Fig. 1: metal layers overlaid
Bar = 20 um. Two of the layers only.
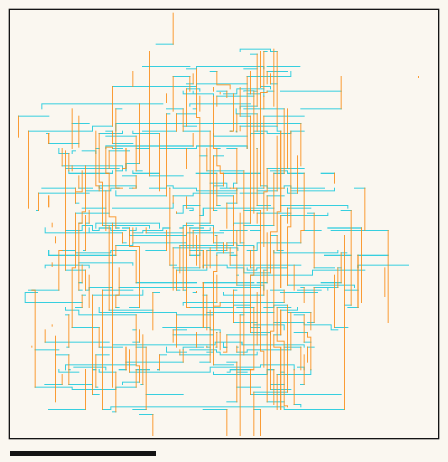
Fig. 2: power grid
Bar = 20 um. Pins as bars on the die edge.
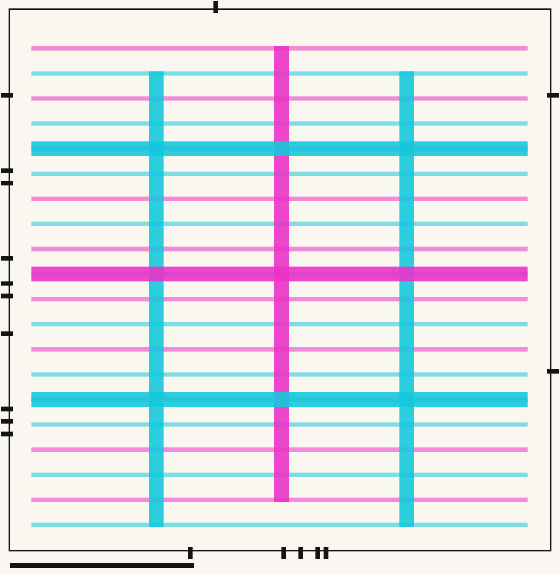
Fig. 3: M2 wires
Bar = 20 um.
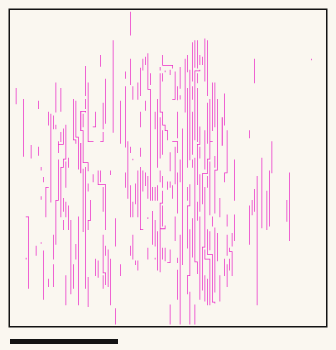
Fig. 4: clock routing
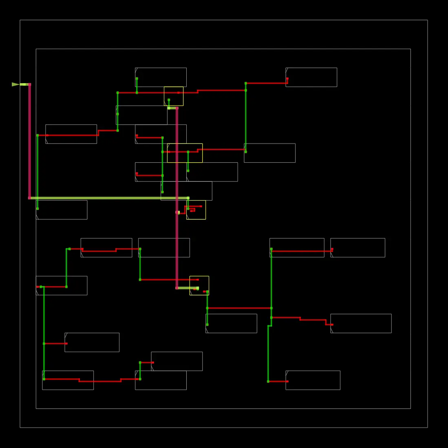
**config.mk**
```make
export PLATFORM = sky130hd
export DESIGN_NAME = demux8_deser_flat
export DESIGN_NICKNAME = d
export VERILOG_FILES = /design/src/rtl/demux8_deser_if.sv /design/src/rtl/demux8_deser.sv /design/src/flat_wrapper.sv
export SDC_FILE = /design/constraint.sdc
export NUM_CORES = 1
export LEC_CHECK = 0
export CORE_MARGIN = 2
export CORE_UTILIZATION = 38
export CTS_CLUSTER_SIZE = 20
export DETAILED_ROUTE_END_ITERATION = 12
export PLACE_DENSITY = 0.63
export SLEW_MARGIN = 10
export SYNTH_ARGS = -nofsm -noshare
export SYNTH_HDL_FRONTEND = slang
export SYNTH_SLANG_ARGS = --single-unit
```
**constraint.sdc**
```tcl
create_clock -name clk -period 1.2 [get_ports clk]
set_input_delay 0.24 -clock clk [delete_from_list [all_inputs] [get_ports clk]]
set_output_delay 0.24 -clock clk [all_outputs]
set_load 0.02 [all_outputs]
```
**src/rtl/demux8_deser_if.sv**
```systemverilog
// Bundle for demux8_deser: serial input side plus the parallel word handshake and status.
// No logic; carries the registered outputs of the deserializer unchanged.
// q_valid/q_ready is a valid-ready pair; the serial side has no backpressure.
interface demux8_deser_if;
    logic       din;
    logic       din_valid;
    logic       sof;
    logic [7:0] q;
    logic       q_valid;
    logic       q_ready;
    logic       busy;
    logic       ovf;
    logic       parity_err;

    // Producer/consumer side (drives serial bits, accepts words)
    modport master (
        output din, din_valid, sof, q_ready,
        input  q, q_valid, busy, ovf, parity_err
    );

    // Deserializer side
    modport slave (
        input  din, din_valid, sof, q_ready,
        output q, q_valid, busy, ovf, parity_err
    );
endinterface

```
**src/rtl/demux8_deser.sv**
```systemverilog
// Serial-to-parallel deserializer: 8-bit frames, LSB first, framed by sof; optional even parity bit (DEMUX8_PARITY_EN).
// Latency: q/q_valid update on the edge that samples the last bit, visible one clock later.
// Backpressure: single-word output register; a word completing while q is unconsumed and q_ready is low is dropped and sets sticky ovf.
module demux8_deser (
    input  logic          clk,
    input  logic          rst_n,
    demux8_deser_if.slave bus
);

`ifdef DEMUX8_PARITY_EN
    typedef enum logic [1:0] {IDLE = 2'd0, SHIFT = 2'd1, PAR = 2'd2} state_t;
`else
    typedef enum logic [1:0] {IDLE = 2'd0, SHIFT = 2'd1} state_t;
`endif

    state_t     state;
    logic [2:0] count;
    logic [7:0] shift;
    logic [7:0] q_r;
    logic       q_valid_r;
    logic       busy_r;
    logic       ovf_r;

    logic       start;
    logic       take_bit;
    logic       frame_done;
    logic [7:0] word;

`ifdef DEMUX8_PARITY_EN
    logic       par_bad;
    logic       par_err_r;
`endif

    // Decode this edge's action: frame start/restart, ordinary bit capture, frame completion and the completed word
    always_comb begin
        start      = bus.din_valid & bus.sof;
        take_bit   = bus.din_valid & ~bus.sof & (state != IDLE);
`ifdef DEMUX8_PARITY_EN
        // All 8 data bits are already in shift; din is the parity bit
        word       = shift;
        frame_done = take_bit & (state == PAR);
        par_bad    = (^shift) != bus.din;
`else
        // Last data bit arrives on the completion edge, merge it in directly
        word        = shift;
        word[count] = bus.din;
        frame_done  = take_bit & (state == SHIFT) & (count == 3'd7);
`endif
    end

    // FSM, shift register and registered outputs; reset wins over everything, sof restarts a frame from any state
    always_ff @(posedge clk) begin
        if (!rst_n) begin
            state     <= IDLE;
            count     <= 3'd0;
            shift     <= 8'h00;
            q_r       <= 8'h00;
            q_valid_r <= 1'b0;
            busy_r    <= 1'b0;
            ovf_r     <= 1'b0;
`ifdef DEMUX8_PARITY_EN
            par_err_r <= 1'b0;
`endif
        end else begin
            if (start) begin
                // Any partial frame is discarded here and never delivered
                shift  <= {7'b0, bus.din};
                count  <= 3'd1;
                state  <= SHIFT;
                busy_r <= 1'b1;
            end else if (take_bit) begin
                case (state)
                    SHIFT: begin
                        shift[count] <= bus.din;
                        count        <= count + 3'd1;
                        if (count == 3'd7) begin
`ifdef DEMUX8_PARITY_EN
                            state  <= PAR;
                            busy_r <= 1'b1;
`else
                            state  <= IDLE;
                            busy_r <= 1'b0;
`endif
                        end
                    end
`ifdef DEMUX8_PARITY_EN
                    PAR: begin
                        state  <= IDLE;
                        busy_r <= 1'b0;
                    end
`endif
                    default: begin
                        state <= state;
                    end
                endcase
            end

            // Output word register: load on completion if free or being consumed, else flag overrun
            if (frame_done) begin
                if (!q_valid_r || bus.q_ready) begin
                    q_r       <= word;
                    q_valid_r <= 1'b1;
                end else begin
                    ovf_r <= 1'b1;
                end
            end else if (q_valid_r && bus.q_ready) begin
                q_valid_r <= 1'b0;
            end

`ifdef DEMUX8_PARITY_EN
            par_err_r <= frame_done & par_bad;
`endif
        end
    end

    assign bus.q       = q_r;
    assign bus.q_valid = q_valid_r;
    assign bus.busy    = busy_r;
    assign bus.ovf     = ovf_r;
`ifdef DEMUX8_PARITY_EN
    assign bus.parity_err = par_err_r;
`else
    assign bus.parity_err = 1'b0;
`endif

endmodule
```
**src/flat_wrapper.sv**
```systemverilog
// flat-port wrapper written by rule: the top's interface ports become plain ports
module demux8_deser_flat 
  (clk, rst_n, bus_din, bus_din_valid, bus_sof, bus_q_ready, bus_q, bus_q_valid, bus_busy, bus_ovf, bus_parity_err);
  demux8_deser_if bus_i ();
  input  logic clk;
  input  logic rst_n;
  input wire logic [$bits(bus_i.din)-1:0] bus_din;
  input wire logic [$bits(bus_i.din_valid)-1:0] bus_din_valid;
  input wire logic [$bits(bus_i.sof)-1:0] bus_sof;
  input wire logic [$bits(bus_i.q_ready)-1:0] bus_q_ready;
  output wire logic [$bits(bus_i.q)-1:0] bus_q;
  output wire logic [$bits(bus_i.q_valid)-1:0] bus_q_valid;
  output wire logic [$bits(bus_i.busy)-1:0] bus_busy;
  output wire logic [$bits(bus_i.ovf)-1:0] bus_ovf;
  output wire logic [$bits(bus_i.parity_err)-1:0] bus_parity_err;
  assign bus_i.din = bus_din;
  assign bus_i.din_valid = bus_din_valid;
  assign bus_i.sof = bus_sof;
  assign bus_i.q_ready = bus_q_ready;
  assign bus_q = bus_i.q;
  assign bus_q_valid = bus_i.q_valid;
  assign bus_busy = bus_i.busy;
  assign bus_ovf = bus_i.ovf;
  assign bus_parity_err = bus_i.parity_err;
  demux8_deser u_core (.clk(clk), .rst_n(rst_n), .bus(bus_i));
endmodule
```
==> notes.md <==
Main metrics from the flow reports.

The number of nets handed over by synthesis was 124. The data arrival time of the worst path is about 1400 ps. Entering global routing, the biggest net connects 13 pins. The maximum net fanout on the critical path is 10. In this run, post-CTS hold repair placed 0 buffers. The setup violation total in the final timing report is 5. Among all flip-flop cells after synthesis, the most frequent one is sky130_fd_sc_hd__dfxtp_1. The required time at the worst-slack endpoint is approximately 1400 ps. For this run, the top clock speed supported by timing is between 800 and 900 MHz. From left edge to right edge, the die measures 58.6 um. CTS reports a maximum clock tree buffer depth of 2. The tightest min-delay check is of the reg -> reg type. The biggest area contributor in the post-synthesis netlist is sky130_fd_sc_hd__dfxtp_1. For this run, the total global-route usage over all layers was measured as 0.179. The flow ran to the end, but the final reports show violations.

The simple-gate area share of the yosys netlist came out at 0.169. Buffers inserted during clock tree synthesis total 3. Yosys reports that the most numerous cell types are 22 x sky130_fd_sc_hd__dfxtp_1, 15 x sky130_fd_sc_hd__mux2i_1, 13 x sky130_fd_sc_hd__nand2_1. The starting utilization of the core area is 0.407. The number of design rule violations left after detail routing is 0. The post-synthesis cell count from yosys is 116. The deepest level of the CTS H-tree is 1. The routed design shows a via density per instance of 5.64. The critical-path cell with the highest stage delay is sky130_fd_sc_hd__dfxtp_2.

The first-pass iteration count of the detailed router came out at 4. The largest family of logic cells by area is AND-OR/OR-AND gates. The number of max-capacitance violations reported came out at 0. The post-synth count of flops with an enable pin is 0.

The global-route congestion overflow total is 0. The cell sequence reported for the critical path is buf_8 > nor3b_2 > mux2i_1 > a211oi_2. STA classifies the critical path endpoint as a register. The count of distinct cell types in the synthesized netlist came out at 34. The number of nets at the end of the flow came out at 160.

The number of buffers added for setup after CTS came out at 5. The share of post-route cells with drive strength above 1 is 0.464. The worst setup timing slack at the placement stage is -406 ps. The area fraction of the largest cell type after synthesis is 0.389. The synthesis warning total is 0. The number of antenna violations at the first check in global routing came to 0. On the worst setup and hold paths after CTS, the clock-pin slew comes to between 100 and 150 ps. The script computed a power per unit cell area of 863 nW/um2. The number of top-level design ports is 18.

The cell area that synthesis handed to floorplanning was 1130 um2. The leakage power summed over all cells came out at between 0.0006 and 0.0007 uW. The worst stage delay on the critical path is 370 ps. TritonCTS built the clock tree.

The residual antenna-violating net count after detailed routing came out at 0. The post-layout total power is 1340 uW. The post-synthesis average cell area came out at between 9 and 10 um2. The worst path setup slack after routing came out at -32.8 ps.

The via count of the first global-routing pass is 1044. Per the detail_route report, the via count comes to around 1000. The signed area change from the synthesized netlist to the final layout came out at 36.8%. The total number of warnings across the stage logs came out at 29. The final reports fail on setup timing. The hold slack came out at roughly 470 ps. For this run, the chip area from Yosys synthesis comes to 1130 um2. The worst clock skew came out at around 10 ps. The final weighted congestion in routability-driven placement came out at 0.784.

Yosys reports the multiplexer fraction of the synthesized area as 0.133. The XOR/XNOR share of the synthesized area came out at 0. Dividing the detail-routed wire length by the instance count gives between 15 and 20 um.

The violation tally from detailed-route iteration zero is 37. The HPWL after detailed placement came out at 1.79 mm. The area of the die came out at 3430 um2.

The most instantiated library cell after synthesis is sky130_fd_sc_hd__dfxtp_1. The share of flip-flops with an asynchronous set or reset is 0. STA classifies the critical path startpoint as a register.

The adder-cell share of the synthesized area came out at 0.0221. Setup repair after global routing could not meet its margin everywhere. For reference, the final report shows the hold violation count at 0. Per Yosys stat, the portion of area used by sequential elements is 0.389. The number of core rows is 19. The main area contributors are sky130_fd_sc_hd__dfxtp_1 39%, sky130_fd_sc_hd__mux2i_1 13%, sky130_fd_sc_hd__a211oi_2 7.7%, sky130_fd_sc_hd__a31oi_1 4.4%, sky130_fd_sc_hd__nand2_1 4.3%. The first-pass GRT wire length is 4.65 mm.

Post-route period utilization is reported as 1.03. The post-cts resize count came out at 56. The number of register bits inferred by synthesis is 22. The critical path is of the reg -> reg type. During placement, the flow inserted port buffers numbering 16. In this run, the synthesized area fraction spent on AND-OR/OR-AND gates is recorded as 0.206. The final tally of max-slew violations is 0. The final antenna diode tally reported by the flow is 0. The number of cells produced by synthesis is 116. The total routed wirelength came out at between 2 and 3 mm. The final critical-path required period came out at 1230 ps. The master cell of the clock root buffer is sky130_fd_sc_hd__clkbuf_4.
Notes on Fig. 1 above:
| layer | colour | wire length |
|---|---|---|
| M2 | orange | 1310 um |
| M1 | cyan | 1330 um |

Notes on Fig. 2 above:
| net | colour |
|---|---|
| VSS | cyan |
| VDD | magenta |
rows: 19
met4 straps: 3
signal pins: 18
met5 straps: 3
die height: 58.6 um
Worst VDD drop: 0.540 mV
Core Region: 2780 um2

Notes on Fig. 3 above:
nets with wire on the layer: 143
longest straight run: 25.2 um
share of all routed wire: 47%
wire length on this layer: 1310 um
main direction: vertical

Notes on Fig. 4 above:
source-to-sink clock delay at the later pin of the worst-skew pair: 320 ps
flip-flops: 22
clock sinks: 22

## worst max-delay path, delay by kind of cell, from the launching register on
kind                   cells  cell delay, ps
AOI/OAI and AO/OA          1             110
buffers and inverters      1             140
DFF                        1             370
muxes                      1             310
and+or+nand+nor            1             190
## stage by stage
step                       util  TNS [ps]  instances  instance area [um2]
after floorplan               -      -166        116                 1140
after global placement    0.514     -6410        173                 1430
after detailed placement  0.514     -6810        173                 1430
after CTS                 0.566     -36.9        182                 1570
after global routing      0.556      -594        182                 1550
final                     0.556     -73.1        182                 1550
## cells in the final DEF (no fill, tap or decap), types with 2 or more instances in the layout
| cell type | n |
|---|---|
| sky130_fd_sc_hd__nor3b_2 | 2 |
| sky130_fd_sc_hd__a31oi_1 | 8 |
| sky130_fd_sc_hd__a21oi_1 | 4 |
| sky130_fd_sc_hd__mux2i_2 | 3 |
| sky130_fd_sc_hd__dfxtp_1 | 17 |
| sky130_fd_sc_hd__dfxtp_2 | 4 |
| sky130_fd_sc_hd__clkbuf_4 | 3 |
| sky130_fd_sc_hd__buf_6 | 5 |
| sky130_fd_sc_hd__buf_2 | 11 |
| sky130_fd_sc_hd__ha_4 | 2 |
| sky130_fd_sc_hd__a211oi_2 | 7 |
| sky130_fd_sc_hd__buf_4 | 19 |
| sky130_fd_sc_hd__nor2_1 | 3 |
| sky130_fd_sc_hd__o21ai_0 | 2 |
| sky130_fd_sc_hd__nand4b_1 | 2 |
| sky130_fd_sc_hd__nand3_1 | 2 |
| sky130_fd_sc_hd__nand2_1 | 12 |
| sky130_fd_sc_hd__nand3b_1 | 3 |
| sky130_fd_sc_hd__mux2i_1 | 12 |
| sky130_fd_sc_hd__clkdlybuf4s50_1 | 4 |
| sky130_fd_sc_hd__inv_1 | 3 |
## flip-flops by register name, summed over array words and instances (netlist names)
signal,count
u_core.bus.q,8
u_core.shift,8
u_core.bus.q_valid,1
u_core.bus.busy,1
u_core.count,3
u_core.bus.ovf,1
## power breakdown
part	total, uW	switching [uW]	internal, uW
registers	746	8.46	737
logic	166	85.6	80.7
clock network	423	238	186
## kinds of logic (layout without fill, tap and decap cells)
kind of cell    after synthesis  count (layout)
simple gates                 34              35
compound gates               28              28
flops                        22              22
mux                          15              15
buf+inv                      14              48
fa+ha+maj                     2               2
other cells                   1               1
## final timing paths
kind	depth (start not counted)	slack (ps)	start	end
max	4	-30	u_core.count[0]	u_core.bus.q[4]
min	2	470	u_core.shift[5]	u_core.shift[5]
max reg2reg	4	-30	u_core.count[0]	u_core.bus.q[4]
min reg2reg	2	470	u_core.shift[5]	u_core.shift[5]
## cell type report
type / instances / area [um2]
Tap cell: 31 / 38.8
Sequential cell: 22 / 449
Timing Repair Buffer: 41 / 318
Clock buffer: 4 / 36.3
Inverter: 3 / 11.3
Fill cell: 244 / 1230
Multi-Input combinational cell: 81 / 694
## layer usage
| layer | vias to the layer above | global-route usage | part of all wire |
|---|---|---|---|
| met5 | - | 0 | 0 |
| met4 | 0 | 0.0698 | 0.015 |
| met3 | 5 | 0.0264 | 0.036 |
| met2 | 26 | 0.295 | 0.47 |
| met1 | 500 | 0.235 | 0.48 |
| li1 | 496 | - | - |
Power is estimated from default activity; no workload was simulated.
